$ cat config.mk
export PLATFORM = sky130hd
export DESIGN_NAME = cla_pipe_addsub
export DESIGN_NICKNAME = d
export VERILOG_FILES = /design/src/rtl/cla_pipe_addsub.sv
export SDC_FILE = /design/constraint.sdc
export NUM_CORES = 1
export LEC_CHECK = 0
export ABC_AREA = 1
export ABC_CLOCK_PERIOD_IN_PS = 1820
export CORE_ASPECT_RATIO = 1.2
export CORE_MARGIN = 2
export CORE_UTILIZATION = 55
export DETAILED_ROUTE_END_ITERATION = 6
export PLACE_DENSITY = 0.8
export SLEW_MARGIN = 10
export SYNTH_ARGS = -nofsm -noshare
export SYNTH_HDL_FRONTEND = slang
export SYNTH_SLANG_ARGS = --single-unit
$ cat constraint.sdc
create_clock -name clk -period 1.82 [get_ports clk]
set_input_delay 0.364 -clock clk [delete_from_list [all_inputs] [get_ports clk]]
set_output_delay 0.364 -clock clk [all_outputs]
set_load 0.005 [all_outputs]
$ cat src/rtl/cla_pipe_addsub.sv
`default_nettype none
// ============================================================================
// Module      : cla_pipe_addsub
// Description : Pipelined WIDTH-bit adder/subtractor built from 4-bit
//               carry-lookahead groups. Stage k holds the not-yet-consumed
//               operand slices, the carry into group k and the sum bits
//               already produced. It resolves group k and hands the result to
//               stage k+1. A final output register holds {carry, sum}. Every
//               stage has a valid/ready handshake with full backpressure, so
//               the unit sustains one operation per cycle.
//
// Ports       : clk, rst_n          - clock, asynchronous active-low reset
//               in_valid / in_ready - operand beat handshake
//               a, b                - WIDTH-bit operands
//               cin                 - carry-in (ignored when sub = 1)
//               sub                 - 1: a - b, 0: a + b + cin
//               out_valid/out_ready - result handshake
//               s                   - WIDTH+1-bit result, s[WIDTH] = carry-out
//               ovf                 - signed overflow flag (only when the
//                                     CLA_PIPE_OVF_FLAG_EN macro is defined)
//
// Config      : `define CLA_PIPE_OVF_FLAG_EN to add the ovf output.
// Parameters  : WIDTH must be a multiple of 4 and at least 4.
//
// Revision    : 1.0 - initial release
// ============================================================================
module cla_pipe_addsub #(
  parameter int WIDTH = 16
) (
  input  logic             clk,
  input  logic             rst_n,
  input  logic             in_valid,
  output logic             in_ready,
  input  logic [WIDTH-1:0] a,
  input  logic [WIDTH-1:0] b,
  input  logic             cin,
  input  logic             sub,
  output logic             out_valid,
  input  logic             out_ready,
  output logic [WIDTH:0]   s
`ifdef CLA_PIPE_OVF_FLAG_EN
  ,
  output logic             ovf
`endif
);

  localparam int NGRP = WIDTH / 4;

  // 4-bit lookahead group. Returns {carry_out, sum[3:0]}. Every carry is a
  // flat sum of products of the generate/propagate terms; there is no ripple
  // through the group.
  function automatic logic [4:0] cla4(input logic [3:0] x,
                                      input logic [3:0] y,
                                      input logic       ci);
    logic [3:0] p;
    logic [3:0] g;
    logic [4:1] c;
    p    = x ^ y;
    g    = x & y;
    c[1] = g[0] | (p[0] & ci);
    c[2] = g[1] | (p[1] & g[0]) | (p[1] & p[0] & ci);
    c[3] = g[2] | (p[2] & g[1]) | (p[2] & p[1] & g[0])
         | (p[2] & p[1] & p[0] & ci);
    c[4] = g[3] | (p[3] & g[2]) | (p[3] & p[2] & g[1])
         | (p[3] & p[2] & p[1] & g[0]) | (p[3] & p[2] & p[1] & p[0] & ci);
    return {c[4], p ^ {c[3:1], ci}};
  endfunction

  // --------------------------------------------------------------------------
  // Handshake. Index NGRP is the output register; indices 0..NGRP-1 are the
  // group stages. A stage can take new data when it is empty or when the
  // stage after it is moving, which unrolls to: ready unless every stage from
  // here to the output is full and the output is blocked.
  // --------------------------------------------------------------------------
  logic [NGRP:0] v_q;
  logic [NGRP:0] v_d;
  logic [NGRP:0] rdy;
  logic [NGRP:0] ld;

  always_comb begin : p_rdy
    logic all_full;
    all_full = 1'b1;
    for (int k = NGRP; k >= 0; k--) begin
      all_full = all_full & v_q[k];
      rdy[k]   = out_ready | ~all_full;
    end
  end

  // Data registers load only when a valid beat actually moves in, so s and
  // the stage contents stay put across bubbles and stalls.
  assign ld = rdy & {v_q[NGRP-1:0], in_valid};

  always_comb begin
    v_d = (v_q & ~rdy) | ({v_q[NGRP-1:0], in_valid} & rdy);
  end

  always_ff @(posedge clk or negedge rst_n) begin
    if (!rst_n) begin
      v_q <= '0;
    end else begin
      v_q <= v_d;
    end
  end

  assign in_ready  = rdy[0];
  assign out_valid = v_q[NGRP];

  // --------------------------------------------------------------------------
  // Group stages. Operand registers shrink by one group per stage: bit 0 of
  // stage k's operand registers is operand bit 4k.
  // --------------------------------------------------------------------------
  for (genvar k = 0; k < NGRP; k++) begin : g_stage
    localparam int RW = WIDTH - 4 * k;

    logic [RW-1:0] a_q;
    logic [RW-1:0] a_d;
    logic [RW-1:0] bb_q;
    logic [RW-1:0] bb_d;
    logic          c_q;
    logic          c_d;
    logic [4:0]    grp;

    assign grp = cla4(a_q[3:0], bb_q[3:0], c_q);

    if (k == 0) begin : g_first
      // Subtraction is a + ~b + 1; cin only matters in add mode.
      always_comb begin
        a_d  = a_q;
        bb_d = bb_q;
        c_d  = c_q;
        if (ld[0]) begin
          a_d  = a;
          bb_d = sub ? ~b : b;
          c_d  = sub ? 1'b1 : cin;
        end
      end
    end else begin : g_next
      always_comb begin
        a_d  = a_q;
        bb_d = bb_q;
        c_d  = c_q;
        if (ld[k]) begin
          a_d  = g_stage[k-1].a_q[RW+3:4];
          bb_d = g_stage[k-1].bb_q[RW+3:4];
          c_d  = g_stage[k-1].grp[4];
        end
      end
    end

    always_ff @(posedge clk or negedge rst_n) begin
      if (!rst_n) begin
        a_q  <= '0;
        bb_q <= '0;
        c_q  <= 1'b0;
      end else begin
        a_q  <= a_d;
        bb_q <= bb_d;
        c_q  <= c_d;
      end
    end

    // Completed low-order sum bits; stage 0 has none yet.
    if (k > 0) begin : g_sum
      logic [4*k-1:0] sum_q;
      logic [4*k-1:0] sum_d;

      if (k == 1) begin : g_lo
        always_comb begin
          sum_d = ld[k] ? g_stage[0].grp[3:0] : sum_q;
        end
      end else begin : g_hi
        always_comb begin
          sum_d = ld[k] ? {g_stage[k-1].grp[3:0], g_stage[k-1].g_sum.sum_q}
                        : sum_q;
        end
      end

      always_ff @(posedge clk or negedge rst_n) begin
        if (!rst_n) begin
          sum_q <= '0;
        end else begin
          sum_q <= sum_d;
        end
      end
    end
  end

  // --------------------------------------------------------------------------
  // Output register: last group's carry and sum on top of the earlier bits.
  // --------------------------------------------------------------------------
  logic [WIDTH:0] s_q;
  logic [WIDTH:0] s_d;

  if (NGRP == 1) begin : g_out_single
    always_comb begin
      s_d = ld[NGRP] ? g_stage[0].grp : s_q;
    end
  end else begin : g_out_multi
    always_comb begin
      s_d = ld[NGRP] ? {g_stage[NGRP-1].grp, g_stage[NGRP-1].g_sum.sum_q}
                     : s_q;
    end
  end

  always_ff @(posedge clk or negedge rst_n) begin
    if (!rst_n) begin
      s_q <= '0;
    end else begin
      s_q <= s_d;
    end
  end

  assign s = s_q;

`ifdef CLA_PIPE_OVF_FLAG_EN
  // Carry into the MSB is recovered from the MSB sum bit:
  // s[MSB] = a ^ bb ^ c_in  =>  c_in = s[MSB] ^ a ^ bb.
  logic ovf_q;
  logic ovf_d;

  always_comb begin
    ovf_d = ovf_q;
    if (ld[NGRP]) begin
      ovf_d = g_stage[NGRP-1].grp[4] ^ g_stage[NGRP-1].grp[3]
            ^ g_stage[NGRP-1].a_q[3] ^ g_stage[NGRP-1].bb_q[3];
    end
  end

  always_ff @(posedge clk or negedge rst_n) begin
    if (!rst_n) begin
      ovf_q <= 1'b0;
    end else begin
      ovf_q <= ovf_d;
    end
  end

  assign ovf = ovf_q;
`endif

endmodule
`default_nettype wire

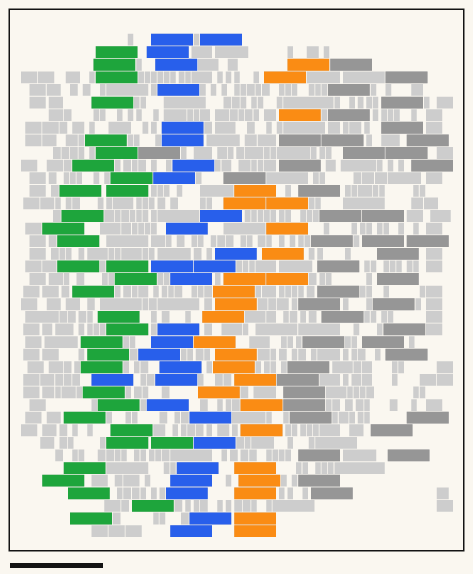
**Above:** run 1 (flops by top-level scope).
Bar = 20 um. Other sequential cells in the stronger grey, the rest of the logic in the fainter grey.
[orange] `g_stage[2]` | placed flops: 25
[blue] `g_stage[1]` | placed flops: 29
[green] `g_stage[0]` | placed flops: 33 | where: a vertical strip on the left

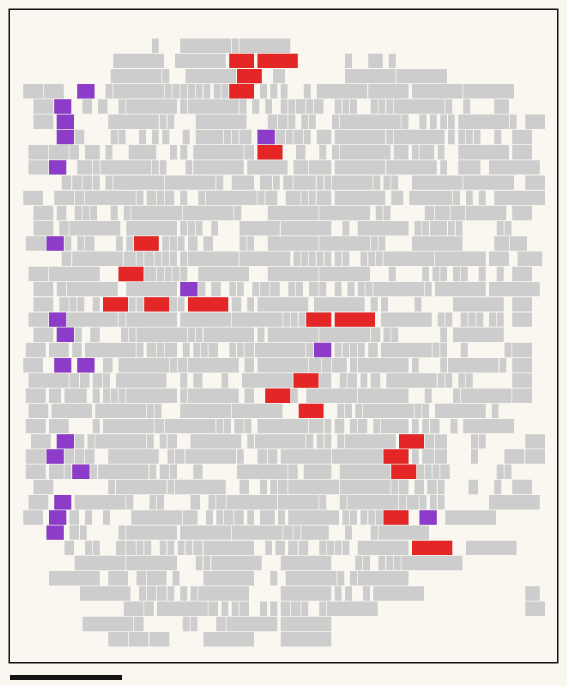
**Above:** run 1 (logic cells by family).
Bar = 20 um.
[red] fa/ha/maj cells | cells: 20 | most used: ha_1
[purple] xor and xnor cells | cells: 20 | most used: xor2_1

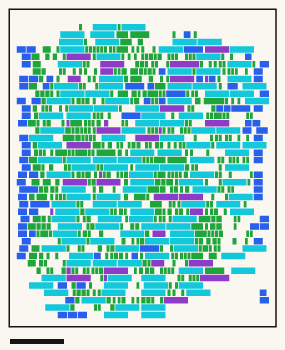
**Above:** run 1 (cells coloured by class).
Bar = 20 um.
[green] combinational and other logic | cells: 499 | share of their area: 34%
[cyan] sequential cells | cells: 130 | share of their area: 46%
[blue] remaining buffers and delay cells | cells: 82 | share of their area: 12%
[purple] clock drivers and dummy loads | cells: 32 | share of their area: 8.3%

==> results.txt, run 1 <==
impl run done, here's what came out: Non-clock buffers=82, clock-pin slew on the worst setup and hold paths=0.05 ns, Fill cells=744, Ant. Diodes=0, final net count=788, Final non-clock buffer share=11.86%, FP Rows=41, critical path type=reg -> out, FF/Latch Area=about 3300 um^2, Non-CTS inverters=40, Clock power frac=between 20% and 30%, Max Cap Viol=0, cells in synth_stat.txt=656, Comb gates=roughly 460, total power=11180 uW, P&R area growth vs syn=25.09%, Tcrit/Tclk final=93.94%, Yosys top cell by area=dfrtp_1, clock sinks=around 130, port bufs=56, # hold bufs at CTS=1, hpwl dp=roughly 7.5 mm, GRT overflow=0, setup_tns=0 ns, asr flop ratio synth=100.0%, number of global-route vias before repair=4446, antenna viol nets, final=0, Via-to-Cell Ratio=5.069, Register-to-Register Setup Slack=0.26 ns, share of cells above drive strength 1=9.287%, first-pass GRT wire length=19.71 mm, Vert. Die Dim=about 120 um, mapped cell area=approximately 5800 um^2, RR Endpoint=g_stage[0].a_q[13]$_DFFE_PN0P_, Internal=7655 uW, CTS Root Cell=clkbuf_16, sequential share of cell area=44.80%, combinational share of cell area=between 30% and 40%, register share after synthesis=56.05%, power in combinational cells=3350 uW, Synth top area share=56.05%, status=complete, no violations, CP Data Arrival Time=1.35 ns, Reg2Reg Depth=7, Final Skew=0.005806 ns, Layout clock buffers=28, Top Ports=57, top cells by count, synth=287 x nand2_1, 130 x dfrtp_1, 52 x nand3_1, and+or+nand+nor area frac=26.38%, core area=between 10000 and 15000 um^2, Clock-cell share=8.082%, CTS Buffer Depth=2, CP Launch Type=flop, adder share=4.829%, RSZ-0062 raised after global routing=no, Post-CTS Resized=5, drt wl/cell=between 10 and 15 um, Worst path max stage delay=about 0.4 ns, Final Hold Fails=0, Setup WS pre-CTS=-0.2516 ns, die width=97.78 um, clock-net power=roughly 3300 uW, Logic cell area=approximately 2200 um^2, Peak VDD IR=906.4 uV, Slew @ Worst Pin=between 0.4 and 0.5 ns, P_leak=approximately 0.0038 uW, worst hold path class=in -> async, Flops=roughly 130, drt pass-1 iters=5, Worst setup EP type=primary output, post-layout util=between 60% and 70%, Latency at later pin=0.41 ns, OpenROAD warning count=26, Slowest cell on crit path=dfrtp_1, dominant kind of combinational cell=simple AND/OR/NAND/NOR gates, CP max FO=2, final instance area=7261 um^2, # setup viols final=0, CP Cell Sequence=nand4_4, nor2_4, nand2_4, clkdlybuf4s15_1, Routed WL=10.86 mm, switching power=3520 uW, CTS tree=yes, dpl cells=approximately 830, die area=11390 um^2, XOR/XNOR Fraction of Synth Area=about 3%, final cell count without fillers=between 800 and 900, floorplan core density=between 50% and 60%, Ys Warns=0, Seq cells post-synth=130, antenna violations before repair=0, largest net degree at the start of global routing=roughly 45, Critical Path RT=between 1 and 1.5 ns, H-tree Lvls=4, Top pwr grp=sequential cells, num tapcells=129, GRT Total Usage=21.54%, EDFF count, synth=0, Syn Area/Cell=a little under 9 um^2, FMAX=0.5849 GHz, total power per unit cell area=1539 nW/um^2, min cycle time layout=1.710 ns, Dominant flop cell=dfrtp_1, Bufs and invs on worst path=1, Distinct cells, synth=28, GPL Wtd Cong=0.7998, Post-Syn Nets=714
run 1: per-layer routing:
layer  wire length, um  track usage, %
met2              5549           38.76
met1              4738           25.80
met4               144           7.407
met5                 0               0
met3               424           4.907
run 1: cells in the final DEF, fill, tap and decap left out, drive strengths merged, types with 2 or more instances in the layout:
master / count
buf: 26
a21oi: 6
clkdlybuf4s50: 52
clkbuf: 28
dfrtp: 130
nand4: 7
nor2: 15
ha: 16
fa: 4
xor2: 17
inv: 40
bufinv: 2
o21ai: 41
or2: 5
nand2: 290
nand3: 52
clkinv: 2
xnor2: 3
run 1: how the worst max path moves through the flow:
stage | to | cells after the start
floorplan | in_ready | 5
global placement | in_ready | 6
detailed placement | in_ready | 6
CTS | out_valid | 2
global route | in_ready | 4
finish | in_ready | 4
**Run 1: drive-strength map**

Bar = 20 um.
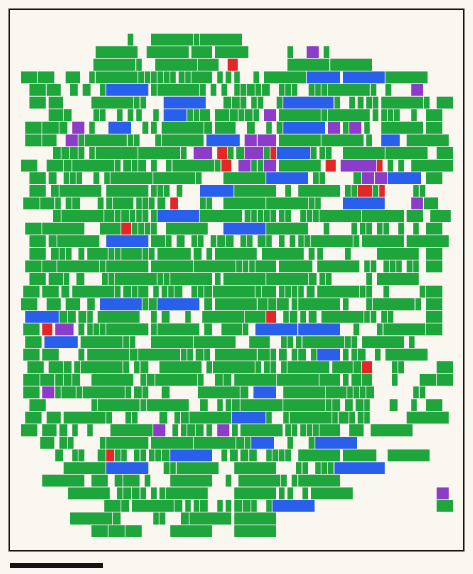

==> run 1 -> run 2 <==
--- a/config.mk
+++ b/config.mk
@@ -8,7 +8,7 @@
 export ABC_AREA = 1
 export ABC_CLOCK_PERIOD_IN_PS = 1820
 export CORE_ASPECT_RATIO = 1.2
-export CORE_MARGIN = 2
+export CORE_MARGIN = 5
 export CORE_UTILIZATION = 55
 export DETAILED_ROUTE_END_ITERATION = 6
 export PLACE_DENSITY = 0.8
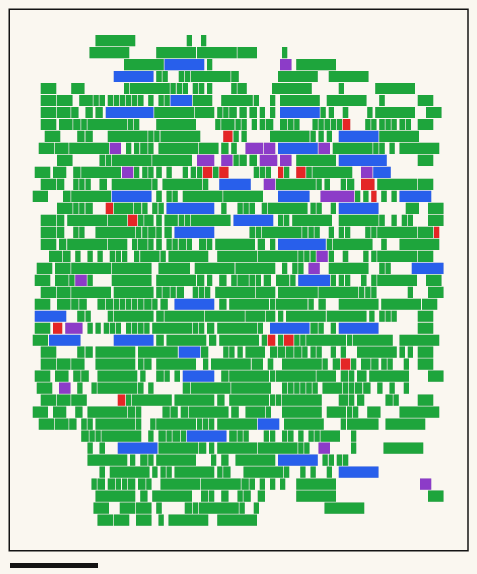
**Above:** run 2 (drive-strength map).
Bar = 20 um.
[green] _0 and _1 cells | cells: 670 | share: 91% | most used: nand2_1
[purple] _3 and _4 cells | cells: 20 | share: 2.7% | most used: buf_4
[red] _2 cells | cells: 16 | share: 2.2% | most used: or2_2
[blue] _6 and larger | cells: 33 | share: 4.5% | most used: clkbuf_16

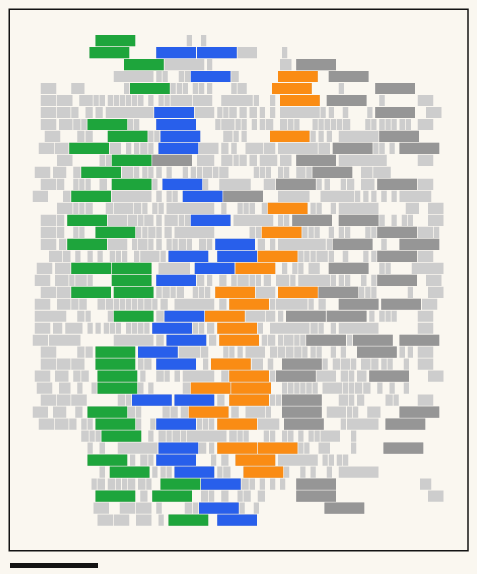
**Above:** run 2 (flops by top-level scope).
Bar = 20 um. Other sequential cells in the stronger grey, the rest of the logic in the fainter grey.
[blue] `g_stage[1]` | placed flops: 29
[green] `g_stage[0]` | placed flops: 33 | where: a vertical strip on the left
[orange] `g_stage[2]` | placed flops: 25
not coloured: 43

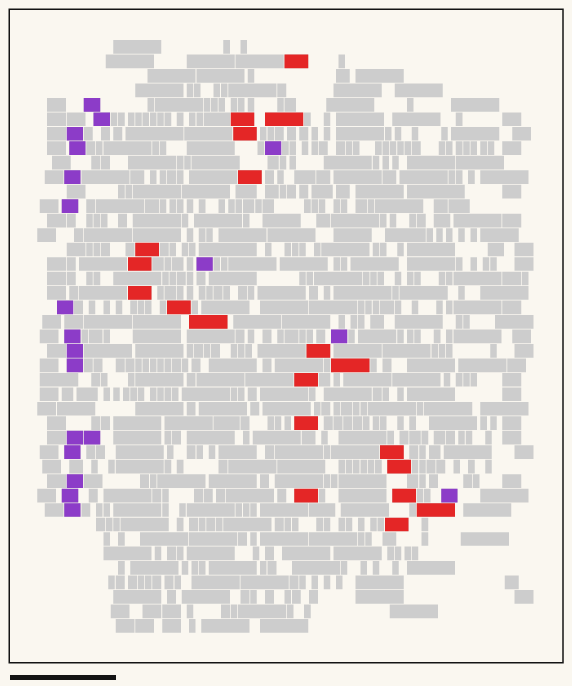
**Above:** run 2 (logic cells by family).
Bar = 20 um.
[purple] xor and xnor cells | cells: 20 | most used: xor2_1
[red] fa/ha/maj cells | cells: 20 | most used: ha_1

==> run 2 against run 1 <==
  * Count of clock-buffer cells in the layout fell by 6
  * Sequential share of layout area down 0.062 points
  * Core utilization up 0.096 points
  * First-iteration DRC count is 12% lower
  * Highest routed layer unchanged
==> results.txt, run 2 <==
impl run done, here's what came out: status=complete, no violations, Final non-clock buffer share=a little under an eighth, Routed WL=about 11 mm, RR Endpoint=g_stage[0].a_q[7]$_DFFE_PN0P_, port bufs=56, clock-pin slew on the worst setup and hold paths=0.05 ns, die area=around 13000 um^2, total power per unit cell area=1572 nW/um^2, Critical Path RT=1.46 ns, share of cells above drive strength 1=a little under a tenth, Register-to-Register Setup Slack=0.23 ns, CTS Root Cell=clkbuf_16, Bufs and invs on worst path=3, Top Ports=around 57, Final Skew=0.004951 ns, Ant. Diodes=0, cell count along the critical path=6, Max Used Layer=met4, GRT overflow=0, first-pass GRT wire length=~20 mm, Distinct cells, synth=28, post-layout util=between 60% and 70%, CP Data Arrival Time=1.37 ns, cells in synth_stat.txt=656, setup_tns=0 ns, Commonest Layout Cell=nand2_1, Non-CTS inverters=40, FF/Latch Area=3253 um^2, worst hold path startpoint=g_stage[2].g_sum.sum_q[2]$_DFFE_PN0P_, Ys Warns=0, Reg2Reg Depth=7, P_leak=0.003774 uW, DR WL met3=~560 um, top cells by count, synth=287 x nand2_1, 130 x dfrtp_1, 52 x nand3_1, Max Cap Viol=0, Setup WS pre-CTS=-0.2870 ns, H-tree Lvls=4, Synth top area share=a little under three fifths, CP Cell Sequence=clkdlybuf4s50_1, inv_2, nand4_4, nor2_4, nand2_4, clkdlybuf4s15_1, Dominant flop cell=dfrtp_1, Worst Hold Depth=2, asr flop ratio synth=100.0%, hpwl dp=7.689 mm, Tcrit/Tclk final=between 90 and 100%, Worst setup EP type=primary output, met2 GRT Util=33.81%, met2 WL=5.753 mm, RSZ-0062 raised after global routing=no, floorplan core density=55.74%, GRT Total Usage=approximately 19%, worst hold path class=reg -> reg, number of global-route vias before repair=approximately 4600, Yosys top cell by area=dfrtp_1, antenna violations before repair=0, CTS tree=yes, P&R area growth vs syn=25.26%, Slowest cell on crit path=clkdlybuf4s50_1, met1 Use GR=22.80%, Logic cell area=roughly 2200 um^2, met3 global-route usage=5.471%, Met1 Routed Length=between 4 and 5 mm, Slew @ Worst Pin=0.5478 ns, antenna viol nets, final=0, Clock-cell share=8.656%, Seq cells post-synth=about 130, CTS Buffer Depth=2, drt pass-1 iters=5, combinational share of cell area=about 31%, Peak VDD IR=793.0 uV, Post-CTS Resized=6, largest net degree at the start of global routing=45, crit path to=in_ready, # hold bufs at CTS=1, Latency at later pin=~0.41 ns, die width=103.8 um, mapped cell area=5804 um^2, GPL Wtd Cong=0.8299, clock sinks=130, Post-Syn Nets=714, FP Rows=41, core area=10410 um^2, num tapcells=129, Worst path max stage delay=0.42 ns, drt wl/cell=12.85 um, final net count=784, register share after synthesis=between 50% and 60%, Fill cells=765, Flops=130, final instance area=between 7000 and 8000 um^2
-- run 2: where the power goes --
group / leakage, uW / internal, uW / switching [uW] / total, uW
combinational: 0.00185 / 1540 / 1800 / 3340
sequential: 0.00162 / 3910 / 608 / 4520
clock: 0.000306 / 2390 / 1180 / 3570
-- run 2: logic make-up after synthesis --
logic type,Yosys count,synth area share (%)
and+or+nand+nor,370,26.39
DFF,130,56.05
AOI/OAI and AO/OA,49,4.355
buffers and inverters,67,5.368
adders and majority gates,20,4.829
xor gates and xnor gates,20,3.018
-- run 2: through the flow --
step                total power, uW  instances
floorplan                      6589        656
global placement               7598        834
detailed placement             7832        834
CTS                           11520        868
global route                  12250        868
finish                        11430        868
**Run 2: cells coloured by class**

Bar = 20 um.
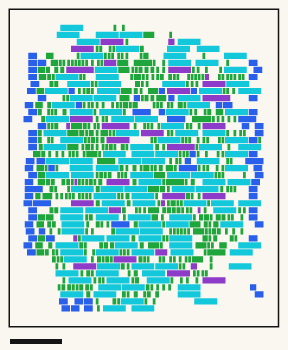

==> run 2 -> run 3 <==
--- a/config.mk
+++ b/config.mk
@@ -6,13 +6,14 @@
 export NUM_CORES = 1
 export LEC_CHECK = 0
 export ABC_AREA = 1
-export ABC_CLOCK_PERIOD_IN_PS = 1820
+export ABC_CLOCK_PERIOD_IN_PS = 1500
 export CORE_ASPECT_RATIO = 1.2
 export CORE_MARGIN = 5
-export CORE_UTILIZATION = 55
+export CORE_UTILIZATION = 51
 export DETAILED_ROUTE_END_ITERATION = 6
-export PLACE_DENSITY = 0.8
+export PLACE_DENSITY = 0.78
 export SLEW_MARGIN = 10
 export SYNTH_ARGS = -nofsm -noshare
 export SYNTH_HDL_FRONTEND = slang
 export SYNTH_SLANG_ARGS = --single-unit
+export TNS_END_PERCENT = 50
==> constraint.sdc (replaced) <==
create_clock -name clk -period 1.5 [get_ports clk]
set_input_delay 0.3 -clock clk [delete_from_list [all_inputs] [get_ports clk]]
set_output_delay 0.3 -clock clk [all_outputs]
set_load 0.005 [all_outputs]
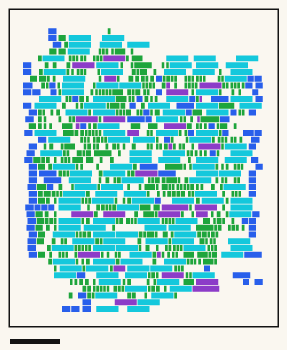
**Above:** run 3 (cells coloured by class).
Bar = 20 um.
[cyan] sequential cells | cells: 130 | share of their area: 45%
[blue] remaining buffers and delay cells | cells: 94 | share of their area: 13%
[purple] clock drivers and dummy loads | cells: 29 | share of their area: 7.9%
[green] combinational and other logic | cells: 499 | share of their area: 34%

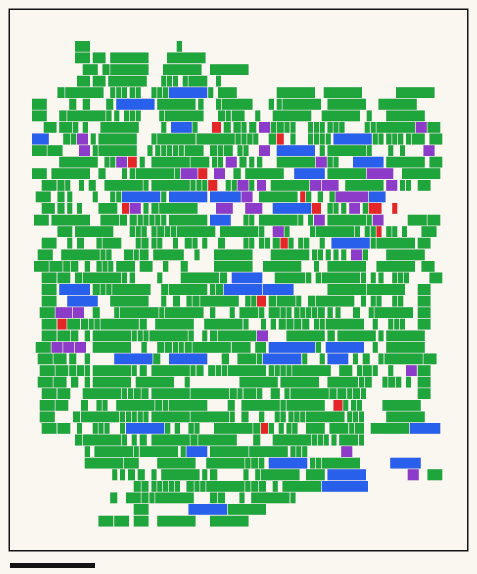
**Above:** run 3 (drive-strength map).
Bar = 20 um.
[blue] _6 and larger | cells: 34 | share: 4.5% | most used: clkbuf_16
[green] _0 and _1 cells | cells: 666 | share: 89% | most used: nand2_1
[red] _2 cells | cells: 16 | share: 2.1% | most used: or2_2
[purple] _3 and _4 cells | cells: 36 | share: 4.8% | most used: buf_4

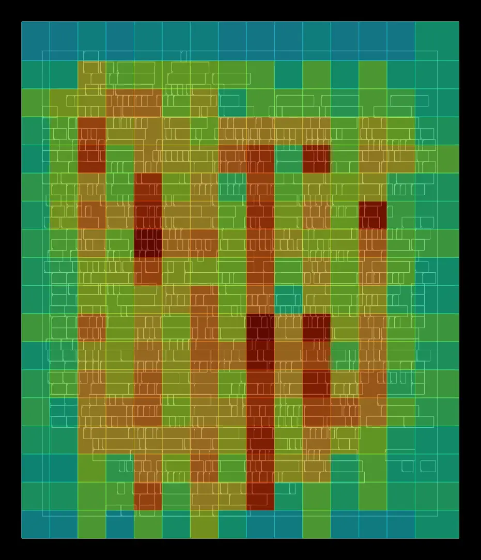
**Above:** run 3 (track usage over the die).
global routing's busiest layer: met2
met2 GRT Util: 30.72%
drt wl/cell: 12.13 um

==> run 3 against run 2 <==
  * The run now ends with negative setup slack left
  * Combinational power up 25%
  * Power up 19%
  * Critical path depth down 2
  * Largest power group unchanged
==> results.txt, run 3 <==
impl run done, here's what came out: crit path to=in_ready, switching share of power=31.83%, critical path type=reg -> out, Peak VDD IR=a little over 900 uV, Top Ports=57, number of global-route vias before repair=4467, port bufs=56, Sequential Power=between 5000 and 6000 uW, RR Endpoint=g_stage[0].a_q[14]$_DFFE_PN0P_, Worst setup EP type=primary output, GRT Total Usage=17.91%, Syn Area/Cell=8.848 um^2, Post-CTS Setup Bufs=5, Commonest Layout Cell=nand2_1, floorplan core density=52.35%, vias=4483, Routed WL=10.99 mm, FMAX=roughly 0.65 GHz, drt pass-1 iters=5, sequential share of power=40.3%, P&R area growth vs syn=27.14%, yosys aoi share=between 4 and 5%, Slew @ Worst Pin=0.3717 ns, crit-path leading delay family=flip-flops, die area=13620 um^2, clock sinks=130, post-layout util=66.55%, met2 WL=about 5.7 mm, count leader, synth=nand2_1, cells in synth_stat.txt=between 600 and 700, Register-to-Register Setup Slack=0.04 ns, # hold bufs at CTS=1, Ys Warns=0, residual DRC count=0, commonest cells after routing, fill and taps aside=286 x nand2_1, 130 x dfrtp_1, 51 x nand3_1, 40 x o21ai_0, 36 x inv_1, clock-pin slew on the worst setup and hold paths=around 0.05 ns, Via-to-Cell Ratio=4.948, asr flop ratio synth=100.0%, Worst path max stage delay=0.39 ns, Reg2Reg Depth=8, clock-net power=just under 4000 uW, Latency at later pin=0.41 ns, P_leak=0.003897 uW, adder share=4.829%, OpenROAD warning count=28, CTS tree=yes, Ant. Diodes=0, Post-CTS Resized=29, Cells after Synth=656, # setup viols final=1, Critical Path RT=1.20 ns, Max Used Layer=met4, Cell Area, Placed=6739 um^2, register share after synthesis=56.05%, final net count=~800, Met1 Routed Length=4.645 mm, EDFF count, synth=0, Synth top area share=a little under three fifths, dpl cells=870, final worst-path setup slack=-0.04788 ns, hpwl dp=7.724 mm, DR WL met3=514 um, setup_tns=-0.04788 ns, met1 Use GR=a little over a fifth, Bufs and invs on worst path=1, mapped cell area=approximately 5800 um^2, min cycle time layout=1.548 ns, Vert. Die Dim=126.9 um, CP Cell Sequence=nand4_4, nor2_4, nand2_4, buf_6, Distinct cells, synth=28, CP Launch Type=flop, Final Hold Fails=0, FP Rows=42, Comb power frac=30.8%, Slowest cell on crit path=dfrtp_1, total power per unit cell area=1841 nW/um^2, Dominant flop cell=dfrtp_1, Synth mux share=0%, Setup WS pre-CTS=-0.4687 ns, XOR/XNOR Fraction of Synth Area=3.018%, CP max FO=2, cell count along the critical path=4, share of cells above drive strength 1=between 10% and 20%, CTS Buffer Depth=2, Fill cells=869, final instance area=roughly 7400 um^2, Max Cap Viol=0, power in combinational cells=4180 uW, biggest regs=g_stage.a_q (40), g_stage.bb_q (40), g_stage.g_sum.sum_q (24), met3 global-route usage=5.132%, Final Skew=0.004061 ns, top cells by count, synth=287 x nand2_1, 130 x dfrtp_1, 52 x nand3_1, H-tree Lvls=4, final cell count without fillers=906, Clock power frac=28.9%, Yosys top cell by area=dfrtp_1, and+or+nand+nor area frac=a little over a quarter, first-pass GRT wire length=between 15 and 20 mm, antenna viol nets, final=0, GPL Wtd Cong=0.8082, CP Data Arrival Time=1.25 ns, violations in the final reports=negative setup slack, worst hold path class=in -> async, Post-Syn Nets=714, core area=11090 um^2, largest net degree at the start of global routing=73, switching power=4323 uW, dominant kind of combinational cell=simple AND/OR/NAND/NOR gates, die width=107.4 um, GRT overflow=0, antenna violations before repair=0, CTS Root Cell=clkbuf_16, Chip Area, Yosys=between 5000 and 6000 um^2, number of buffers created by CTS=17, Seq cells post-synth=between 100 and 150, Internal=roughly 9300 uW, Top pwr grp=sequential cells, Max-slew headroom=75.22%, RSZ-0062 raised after global routing=yes, status=complete, but fails checks, Tcrit/Tclk final=103.2%, total power=13580 uW
-- run 3: cell count changes in the layout (fill, tap and decap cells not counted), sizes merged --
cell           change
buf               +17
clkdlybuf4s50     -18
clkinvlp           -2
dlymetal6s2s       +1
bufinv             -2
clkbuf             +1
dlygate4sd2       +16
-- run 3: final cells by class --
type                            count  area (um^2)  share of cell area (%)
Tap cell                          154        192.7                   2.611
Clock inverter                      6        80.08                   1.085
Timing Repair Buffer               94        944.7                   12.80
Inverter                           40        152.6                   2.068
Sequential cell                   130         3253                   44.08
Clock buffer                       23        488.0                   6.612
Multi-Input combinational cell    459         2268                   30.74
Power figures rest on the tool's default switching activity, not on a simulated workload.
